==> run_1/congestion.png <==
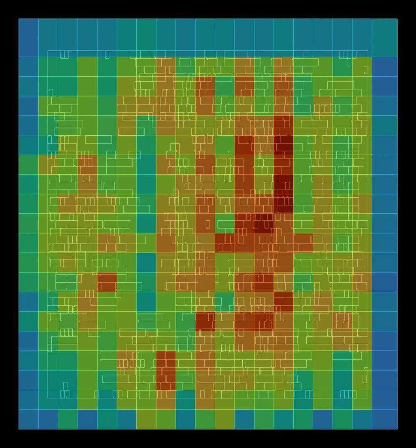
==> run_1/io_placement.png <==
Pins as bars across the die edge, other pins in grey.
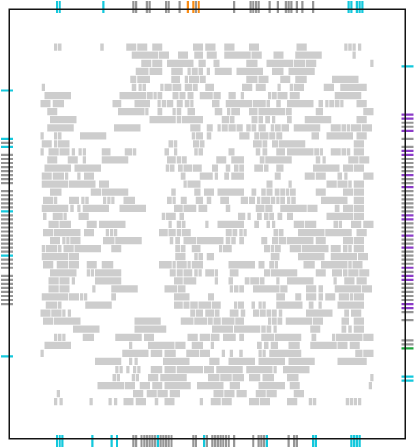
==> run_1/clk_routes.png <==
Scale bar: 50 microns.
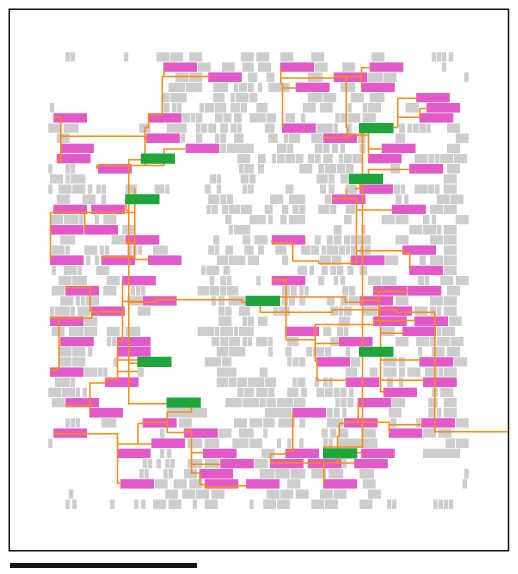
$ cat config.mk
export PLATFORM = sky130hd
export DESIGN_NAME = cpu_eu_param
export DESIGN_NICKNAME = d
export VERILOG_FILES = /design/src/rtl/cpu_eu_param.sv
export SDC_FILE = /design/constraint.sdc
export NUM_CORES = 1
export LEC_CHECK = 0
export CAP_MARGIN = 20
export CELL_PAD_IN_SITES_DETAIL_PLACEMENT = 0
export CELL_PAD_IN_SITES_GLOBAL_PLACEMENT = 1
export CORE_ASPECT_RATIO = 1.1
export CORE_MARGIN = 10
export CORE_UTILIZATION = 37
export DETAILED_ROUTE_END_ITERATION = 8
export PLACE_DENSITY = 0.85
export SLEW_MARGIN = 20
export SYNTH_ARGS = -nofsm -noshare
export SYNTH_HDL_FRONTEND = slang
export SYNTH_SLANG_ARGS = --single-unit
$ cat constraint.sdc
create_clock -name clk -period 4.5 [get_ports clk]
set_clock_uncertainty 0.2 [all_clocks]
set_input_delay 0.9 -clock clk [delete_from_list [all_inputs] [get_ports clk]]
set_output_delay 0.9 -clock clk [all_outputs]
set_load 0.03 [all_outputs]
$ cat src/rtl/cpu_eu_param.sv
// Execution unit: FETCH/DECODE/MEM/HALT sequencer driving one memory port; optional perf counter via CPU_EU_PERF_CNT_EN.
// Latency: fetch and mem ops complete on the ack edge (zero-wait capable); retire pulse follows one cycle later.
// Backpressure: memory requests hold address/data until mem_ack; DECODE stalls indefinitely for op_valid.
module cpu_eu_param #(
    parameter int              DW     = 16,
    parameter int              OFFW   = 8,
    parameter logic [DW-1:0]   RST_PC = '0
) (
    input  logic          clk,
    input  logic          reset,
    output logic          mem_req,
    output logic          mem_we,
    output logic [DW-1:0] mem_addr,
    output logic [DW-1:0] mem_wdata,
    input  logic [DW-1:0] mem_rdata,
    input  logic          mem_ack,
    input  logic          op_valid,
    input  logic [2:0]    op_kind,
    input  logic          cond,
    input  logic [DW-1:0] alu_out,
    input  logic [DW-1:0] reg_out,
    output logic [DW-1:0] ir_out,
    output logic          ir_valid,
    output logic [DW-1:0] pc_out,
    output logic [DW-1:0] wb_data,
    output logic          wb_valid,
    output logic          op_done,
    output logic          halted,
    output logic [31:0]   instr_cnt
);

    localparam logic [2:0] OP_LOAD  = 3'd1;
    localparam logic [2:0] OP_STORE = 3'd2;
    localparam logic [2:0] OP_JREL  = 3'd3;
    localparam logic [2:0] OP_JABS  = 3'd4;
    localparam logic [2:0] OP_BREL  = 3'd5;
    localparam logic [2:0] OP_HALT  = 3'd6;

    typedef enum logic [1:0] {FETCH, DECODE, MEM, HALT} state_t;

    state_t        state, state_nxt;
    logic          retire;
    logic [DW-1:0] rel_off;

    assign rel_off  = DW'($signed(ir_out[OFFW-1:0]));
    assign ir_valid = (state == DECODE);
    assign halted   = (state == HALT);

    always_ff @(posedge clk or negedge reset) begin
        if (!reset) state <= FETCH;
        else        state <= state_nxt;
    end

    always_comb begin
        state_nxt = state;
        retire    = 1'b0;
        case (state)
            FETCH: begin
                if (mem_req && mem_ack) state_nxt = DECODE;
            end
            DECODE: begin
                if (op_valid) begin
                    case (op_kind)
                        OP_LOAD, OP_STORE: state_nxt = MEM;
                        OP_HALT: begin
                            state_nxt = HALT;
                            retire    = 1'b1;
                        end
                        default: begin
                            state_nxt = FETCH;
                            retire    = 1'b1;
                        end
                    endcase
                end
            end
            MEM: begin
                if (mem_req && mem_ack) begin
                    state_nxt = FETCH;
                    retire    = 1'b1;
                end
            end
            default: state_nxt = HALT;
        endcase
    end

    always_ff @(posedge clk or negedge reset) begin
        if (!reset) begin
            mem_req   <= 1'b0;
            mem_we    <= 1'b0;
            mem_addr  <= '0;
            mem_wdata <= '0;
            ir_out    <= '0;
            pc_out    <= RST_PC;
            wb_data   <= '0;
            wb_valid  <= 1'b0;
            op_done   <= 1'b0;
        end else begin
            op_done  <= retire;
            wb_valid <= 1'b0;
            case (state)
                FETCH: begin
                    // request raised one edge after entering FETCH, so ack while idle is never seen
                    if (!mem_req) begin
                        mem_req  <= 1'b1;
                        mem_we   <= 1'b0;
                        mem_addr <= pc_out;
                    end else if (mem_ack) begin
                        mem_req <= 1'b0;
                        ir_out  <= mem_rdata;
                        pc_out  <= pc_out + DW'(1);
                    end
                end
                DECODE: begin
                    if (op_valid) begin
                        case (op_kind)
                            OP_LOAD: begin
                                mem_req  <= 1'b1;
                                mem_we   <= 1'b0;
                                mem_addr <= reg_out;
                            end
                            OP_STORE: begin
                                mem_req   <= 1'b1;
                                mem_we    <= 1'b1;
                                mem_addr  <= reg_out;
                                mem_wdata <= alu_out;
                            end
                            OP_JREL: pc_out <= pc_out + rel_off;
                            OP_JABS: pc_out <= alu_out;
                            OP_BREL: if (cond) pc_out <= pc_out + rel_off;
                            default: ;
                        endcase
                    end
                end
                MEM: begin
                    if (mem_ack) begin
                        mem_req <= 1'b0;
                        mem_we  <= 1'b0;
                        if (!mem_we) begin
                            wb_data  <= mem_rdata;
                            wb_valid <= 1'b1;
                        end
                    end
                end
                default: mem_req <= 1'b0;
            endcase
        end
    end

`ifdef CPU_EU_PERF_CNT_EN
    logic [31:0] cnt_q;

    always_ff @(posedge clk or negedge reset) begin
        if (!reset)       cnt_q <= '0;
        else if (op_done) cnt_q <= cnt_q + 32'd1;
    end

    assign instr_cnt = cnt_q;
`else
    assign instr_cnt = '0;
`endif

endmodule

==> impl_metrics.json, run 1 <==
{
  "synth_chip_area_sq_um": 5210,
  "drtPass1Iterations": 5,
  "cts_sinks": 86,
  "path_cells": "clkdlybuf4s50_1, nor2b_1, o311ai_2, and2_1, o21ai_0, a211o_1, a311o_1",
  "grt_max_degree": 55,
  "rsz0062_at_grt": "no",
  "cp_data_arrival_time_ns": 3.14,
  "worstSetupPathDepth": 7,
  "synth_cells": 564,
  "hold_buffers": 0,
  "instances_no_fill": 887,
  "post_synth_and_or_nand_nor_area_fraction": 0.168,
  "cell_area_after_technology_mapping_sq_um": 5210,
  "average_instance_area_after_synthesis_sq_um": 9.24,
  "final_instance_area_sq_um": 7000,
  "pwr-share-seq": 0.240,
  "layout.nets": 771,
  "lay_top_cells": "sky130_fd_sc_hd__clkdlybuf4s50_1, sky130_fd_sc_hd__nand2_1, sky130_fd_sc_hd__dfrtp_1",
  "cts-buffers-inserted": 9,
  "place_ws_ns": 1.04,
  "seq_area_frac": 0.307,
  "io_pins": 174,
  "power_of_the_combinational_group_mw": 3.89,
  "route.met3.wl_microns": 1360,
  "number_of_synthesized_register_bits": 86,
  "crit_family": "AND-OR/OR-AND gates",
  "clk_path_buf_depth": 2,
  "clkTransAtPathRegs_ns": 0.06,
  "cp-startpoint": "op_kind[0]",
  "placedInstanceArea_sq_um": 6680,
  "worstMarginPinSlew_ns": 0.898,
  "initial_core_util": 0.378,
  "flop_area_sq_um": 2150,
  "timing.final.setup_violations": 0,
  "wl_met2_microns": 7560,
  "r2r_setup_slack_ns": 1.51,
  "number_of_gates_resized_after_cts": 0,
  "yosysWarnings": 0,
  "std_cell_rows": 45,
  "globalRouteMet2Util": 0.270,
  "setup_tns_ns": 0,
  "run_status": "finished, final reports clean",
  "met1_length_microns": 6810,
  "routed.top_layer": "met4",
  "nonClkBufAreaFrac": 0.210,
  "detail_route.wirelength_microns": 16000,
  "criticalPathCategory": "in -> reg",
  "setup.worst_path.end_class": "register",
  "layout.cells.most_common": "sky130_fd_sc_hd__clkdlybuf4s50_1",
  "holdWs_ns": 0.277,
  "logic_gate_count": 436,
  "worst_hold_path.endpoint": "wb_data[1]$_DFFE_PN0P_",
  "layout_min_cycle_time_ns": 3.11,
  "grt-ovfl-total": 0
}
Back to the opening pictures, congestion.png:
met3 Use GR: 0.0569
routed length per instance: 18.1 microns
final design utilization: 0.507

Back to the opening pictures, io_placement.png:
| port | colour | pins | direction | edge |
|---|---|---|---|---|
| mem_addr | purple | 16 | output | east |
| instr_cnt | cyan | 32 | output | 15 south, 8 north, 6 west, 3 east |
| op_kind | orange | 3 | input | north |
| reset | green | 1 | input | east |
all pins by edge: 55 east, 46 south, 41 west, 32 north
Die Wd: 133 microns
PortBufs: 141

Back to the opening pictures, clk_routes.png:
[clock wires] orange | length: 1,270 microns
[flip-flops] magenta | count: 86
[clock drivers] green | count: 9
routed clock nets: 10
relative contribution of the clock network to total power: 0.133
power in the clock group: 0.822 mW
clk latency late pin: 0.35 ns

==> run_1/wires.png <==
Scale bar: 50 microns.
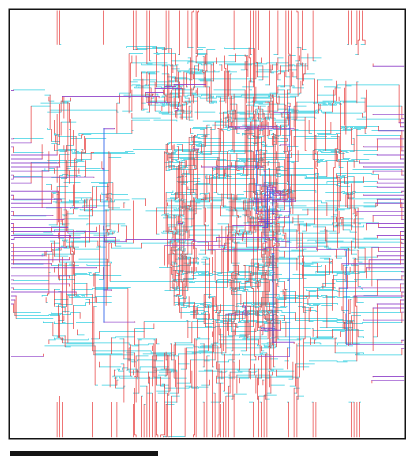

==> run 1 -> run 2 <==
--- a/config.mk
+++ b/config.mk
@@ -10,9 +10,9 @@
 export CELL_PAD_IN_SITES_GLOBAL_PLACEMENT = 1
 export CORE_ASPECT_RATIO = 1.1
 export CORE_MARGIN = 10
-export CORE_UTILIZATION = 37
+export CORE_UTILIZATION = 34
 export DETAILED_ROUTE_END_ITERATION = 8
-export PLACE_DENSITY = 0.85
+export PLACE_DENSITY = 0.78
 export SLEW_MARGIN = 20
 export SYNTH_ARGS = -nofsm -noshare
 export SYNTH_HDL_FRONTEND = slang
==> constraint.sdc (replaced) <==
create_clock -name clk -period 3.15 [get_ports clk]
set_clock_uncertainty 0.2 [all_clocks]
set_input_delay 0.63 -clock clk [delete_from_list [all_inputs] [get_ports clk]]
set_output_delay 0.63 -clock clk [all_outputs]
set_load 0.03 [all_outputs]
==> run_2/wires.png <==
Scale bar: 50 microns.
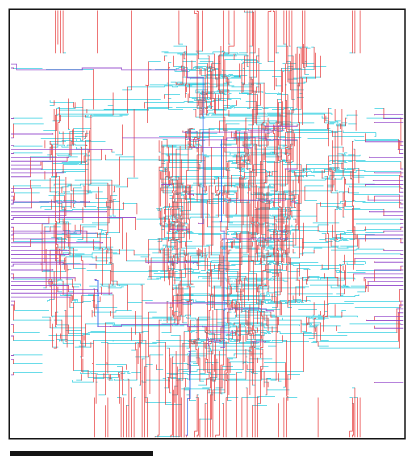
| layer | colour | wire length |
|---|---|---|
| metal 4 | blue | 168 microns |
| metal 1 | cyan | 7,310 microns |
| metal 2 | red | 7,840 microns |
| metal 3 | purple | 1,410 microns |
routed wire length: 16,700 microns
global-route usage over all layers: 0.162

==> impl_metrics.json, run 2 <==
{
  "route.met3.wl_microns": 1410,
  "post_synth_and_or_nand_nor_area_fraction": 0.168,
  "cp_data_arrival_time_ns": 2.76,
  "clkLatencyLatePin_ns": 0.35,
  "worstMarginPinSlew_ns": 0.591,
  "synth_cells": 564,
  "holdCritPathClass": "in -> async",
  "layout_min_cycle_time_ns": 2.73,
  "initial_core_util": 0.346,
  "instances_no_fill": 910,
  "crit_family": "AND-OR/OR-AND gates",
  "hold_buffers": 0,
  "worstSetupPathDepth": 7,
  "drtPass1Iterations": 4,
  "total_switching_power_mw": 4.32,
  "clk_path_buf_depth": 2,
  "clkTransAtPathRegs_ns": 0.06,
  "holdWs_ns": 0.0499,
  "grt_max_degree": 53,
  "criticalPathCategory": "reg -> reg",
  "setup.worst_path.end_class": "register",
  "seq_area_frac": 0.303,
  "synth_chip_area_sq_um": 5210,
  "final_design_utilization": 0.472,
  "timing.final.setup_violations": 0,
  "power.share.clock": 0.127,
  "logic_gate_count": 436,
  "pwr-share-seq": 0.229,
  "cts-buffers-inserted": 9,
  "layout.nets": 786,
  "post-route-period-util": 0.866,
  "wl_met2_microns": 7840,
  "number_of_synthesized_register_bits": 86,
  "grt-ovfl-total": 0,
  "rsz0062_at_grt": "no",
  "post-place-cells": 894,
  "asyncSetResetFlopFracSynth": 1.00,
  "io_pins": 174,
  "lay_top_cells": "sky130_fd_sc_hd__clkdlybuf4s50_1, sky130_fd_sc_hd__nand2_1, sky130_fd_sc_hd__dfrtp_1",
  "layout.cells.most_common": "sky130_fd_sc_hd__clkdlybuf4s50_1",
  "run_status": "finished, final reports clean",
  "globalRouteMet2Util": 0.260,
  "place_ws_ns": 0.295,
  "number_of_gates_resized_after_cts": 0,
  "capture_point_of_the_critical_path": "pc_out[15]$_DFFE_PN0P_",
  "stage_log_warnings": 29,
  "finalPower_mw": 9.00,
  "synth_cell_type_count": 68,
  "nonClkBufAreaFrac": 0.221,
  "yosysWarnings": 0,
  "flop_area_sq_um": 2150,
  "placedInstanceArea_sq_um": 6790,
  "yosys-stat-cells": 564,
  "routedWlPerCell_microns": 18.4,
  "fp.dieArea_sq_um": 20700,
  "routed.top_layer": "met4",
  "final_instance_area_sq_um": 7110,
  "vias_per_cell": 5.08,
  "cts_sinks": 86,
  "average_instance_area_after_synthesis_sq_um": 9.24,
  "use_met1": 0.201,
  "path_cells": "ha_1, a21oi_1, o22ai_1, o311a_1, o31ai_1, a21oi_1, a311o_1",
  "clockNetworkPower_mw": 1.14,
  "placement.io_buffers": 141,
  "setup_tns_ns": 0,
  "power_of_the_combinational_group_mw": 5.80,
  "chipWidth_microns": 138,
  "cp-startpoint": "ir_out[7]$_DFFE_PN0P_",
  "std_cell_rows": 47,
  "cell_area_after_technology_mapping_sq_um": 5210,
  "r2r_setup_slack_ns": 0.42,
  "core-area_sq_um": 15100,
  "met1_length_microns": 7310,
  "synth-compound-area-share": 0.169,
  "finalHoldViolations": 0,
  "globalRouteMet3Util": 0.0637,
  "ys_sh_mux": 0.0982,
  "clk_share": 0.0444
}
==> run 2 -> run 3 <==
--- a/config.mk
+++ b/config.mk
@@ -13,7 +13,6 @@
 export CORE_UTILIZATION = 34
 export DETAILED_ROUTE_END_ITERATION = 8
 export PLACE_DENSITY = 0.78
-export SLEW_MARGIN = 20
 export SYNTH_ARGS = -nofsm -noshare
 export SYNTH_HDL_FRONTEND = slang
 export SYNTH_SLANG_ARGS = --single-unit
==> run_3/wires.png <==
Scale bar: 50 microns.
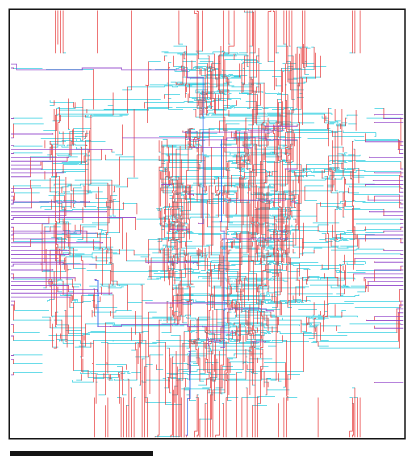
| layer | colour | wire length |
|---|---|---|
| metal 2 | red | 7,840 microns |
| metal 4 | blue | 168 microns |
| metal 1 | cyan | 7,310 microns |
| metal 3 | purple | 1,410 microns |
total number of vias: 4,622
routed length per instance: 18.4 microns

==> impl_metrics.json, run 3 <==
{
  "crit_family": "AND-OR/OR-AND gates",
  "average_instance_area_after_synthesis_sq_um": 9.24,
  "rsz0062_at_grt": "no",
  "std_cell_rows": 47,
  "synthTopLogicFamily": "AND-OR/OR-AND gates",
  "globalRouteMet3Util": 0.0637,
  "detail_route.wirelength_microns": 16700,
  "worstSetupPathDepth": 7,
  "power_of_the_combinational_group_mw": 5.80,
  "power_density_nw_per_um2": 1270,
  "place_ws_ns": 0.295,
  "post_synth_and_or_nand_nor_area_fraction": 0.168,
  "layout.nets": 786,
  "synth_cells": 564,
  "timing.final.setup_violations": 0,
  "clk_path_buf_depth": 2,
  "grt-ovfl-total": 0,
  "max_freq_ghz": 0.367,
  "holdCritPathClass": "in -> async",
  "placedInstanceArea_sq_um": 6790,
  "finalHoldViolations": 0,
  "number_of_synthesized_register_bits": 86,
  "cts-buffers-inserted": 9,
  "flop_area_sq_um": 2150,
  "nonClkBufAreaFrac": 0.221,
  "finalPower_mw": 9.00,
  "pwr-share-seq": 0.229,
  "power_consumed_by_sequential_cells_mw": 2.06,
  "core-area_sq_um": 15100,
  "clkTransAtPathRegs_ns": 0.06,
  "ys_sh_mux": 0.0982,
  "fp.dieArea_sq_um": 20700,
  "global_route.usage.total": 0.162,
  "logic_gate_count": 436,
  "capture_point_of_the_critical_path": "pc_out[15]$_DFFE_PN0P_",
  "io_pins": 174,
  "route.met3.wl_microns": 1410,
  "layout_min_cycle_time_ns": 2.73,
  "wl_met2_microns": 7840,
  "criticalPathCategory": "reg -> reg",
  "clockNetworkPower_mw": 1.14,
  "instances_no_fill": 910,
  "post-route-period-util": 0.866,
  "yosysWarnings": 0,
  "layout.cells.most_common": "sky130_fd_sc_hd__clkdlybuf4s50_1",
  "logic_area_sq_um": 2770,
  "setup_tns_ns": 0,
  "yosys-stat-cells": 564,
  "synth.top_cell.area_share": 0.413,
  "total_switching_power_mw": 4.32,
  "final_design_utilization": 0.472,
  "synth_cell_type_count": 68,
  "chipWidth_microns": 138,
  "number_of_gates_resized_after_cts": 0,
  "final_instance_area_sq_um": 7110,
  "synth-compound-area-share": 0.169,
  "holdWs_ns": 0.0499,
  "cts_sinks": 86,
  "vias_per_cell": 5.08,
  "antenna-diode-count": 0,
  "routed.top_layer": "met4",
  "met1_length_microns": 7310,
  "grt_max_degree": 53,
  "seq_area_frac": 0.303,
  "post-place-cells": 894,
  "hold_buffers": 0,
  "placement.io_buffers": 141,
  "cp-startpoint": "ir_out[7]$_DFFE_PN0P_",
  "cp_data_arrival_time_ns": 2.76,
  "stage_log_warnings": 29,
  "clk_share": 0.0444,
  "use_met1": 0.201,
  "clkLatencyLatePin_ns": 0.35,
  "globalRouteMet2Util": 0.260,
  "cell_area_after_technology_mapping_sq_um": 5210,
  "drt-initial-drc-count": 219,
  "asyncSetResetFlopFracSynth": 1.00,
  "synth_chip_area_sq_um": 5210,
  "number_of_global_route_vias_before_repair": 4928,
  "run_status": "finished, final reports clean",
  "initial_core_util": 0.346,
  "drtPass1Iterations": 4,
  "lay_top_cells": "sky130_fd_sc_hd__clkdlybuf4s50_1, sky130_fd_sc_hd__nand2_1, sky130_fd_sc_hd__dfrtp_1",
  "path_cells": "ha_1, a21oi_1, o22ai_1, o311a_1, o31ai_1, a21oi_1, a311o_1",
  "worstMarginPinSlew_ns": 0.591,
  "power.share.clock": 0.127
}

## Gallery

M4 wires.
picture 1
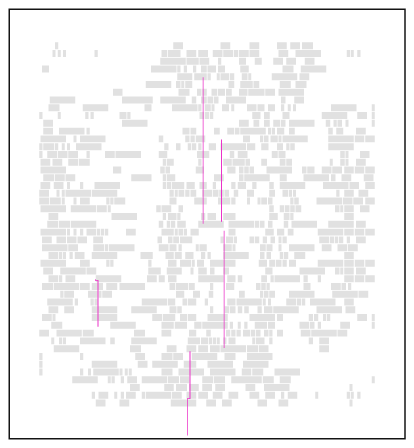
picture 2
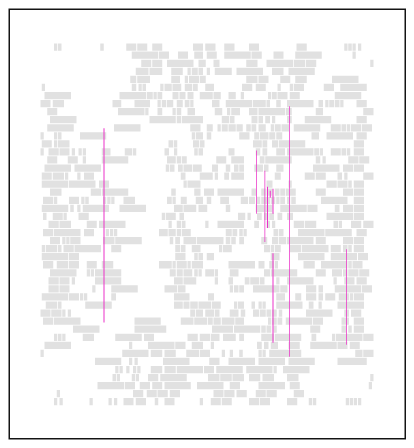
For run 3, see picture 1.
For run 1, see picture 2.

Key to picture 1:
wire length on this layer: 168 microns
nets with wire on the layer: 3
main direction: vertical

Power figures rest on the tool's default switching activity, not on a simulated workload.
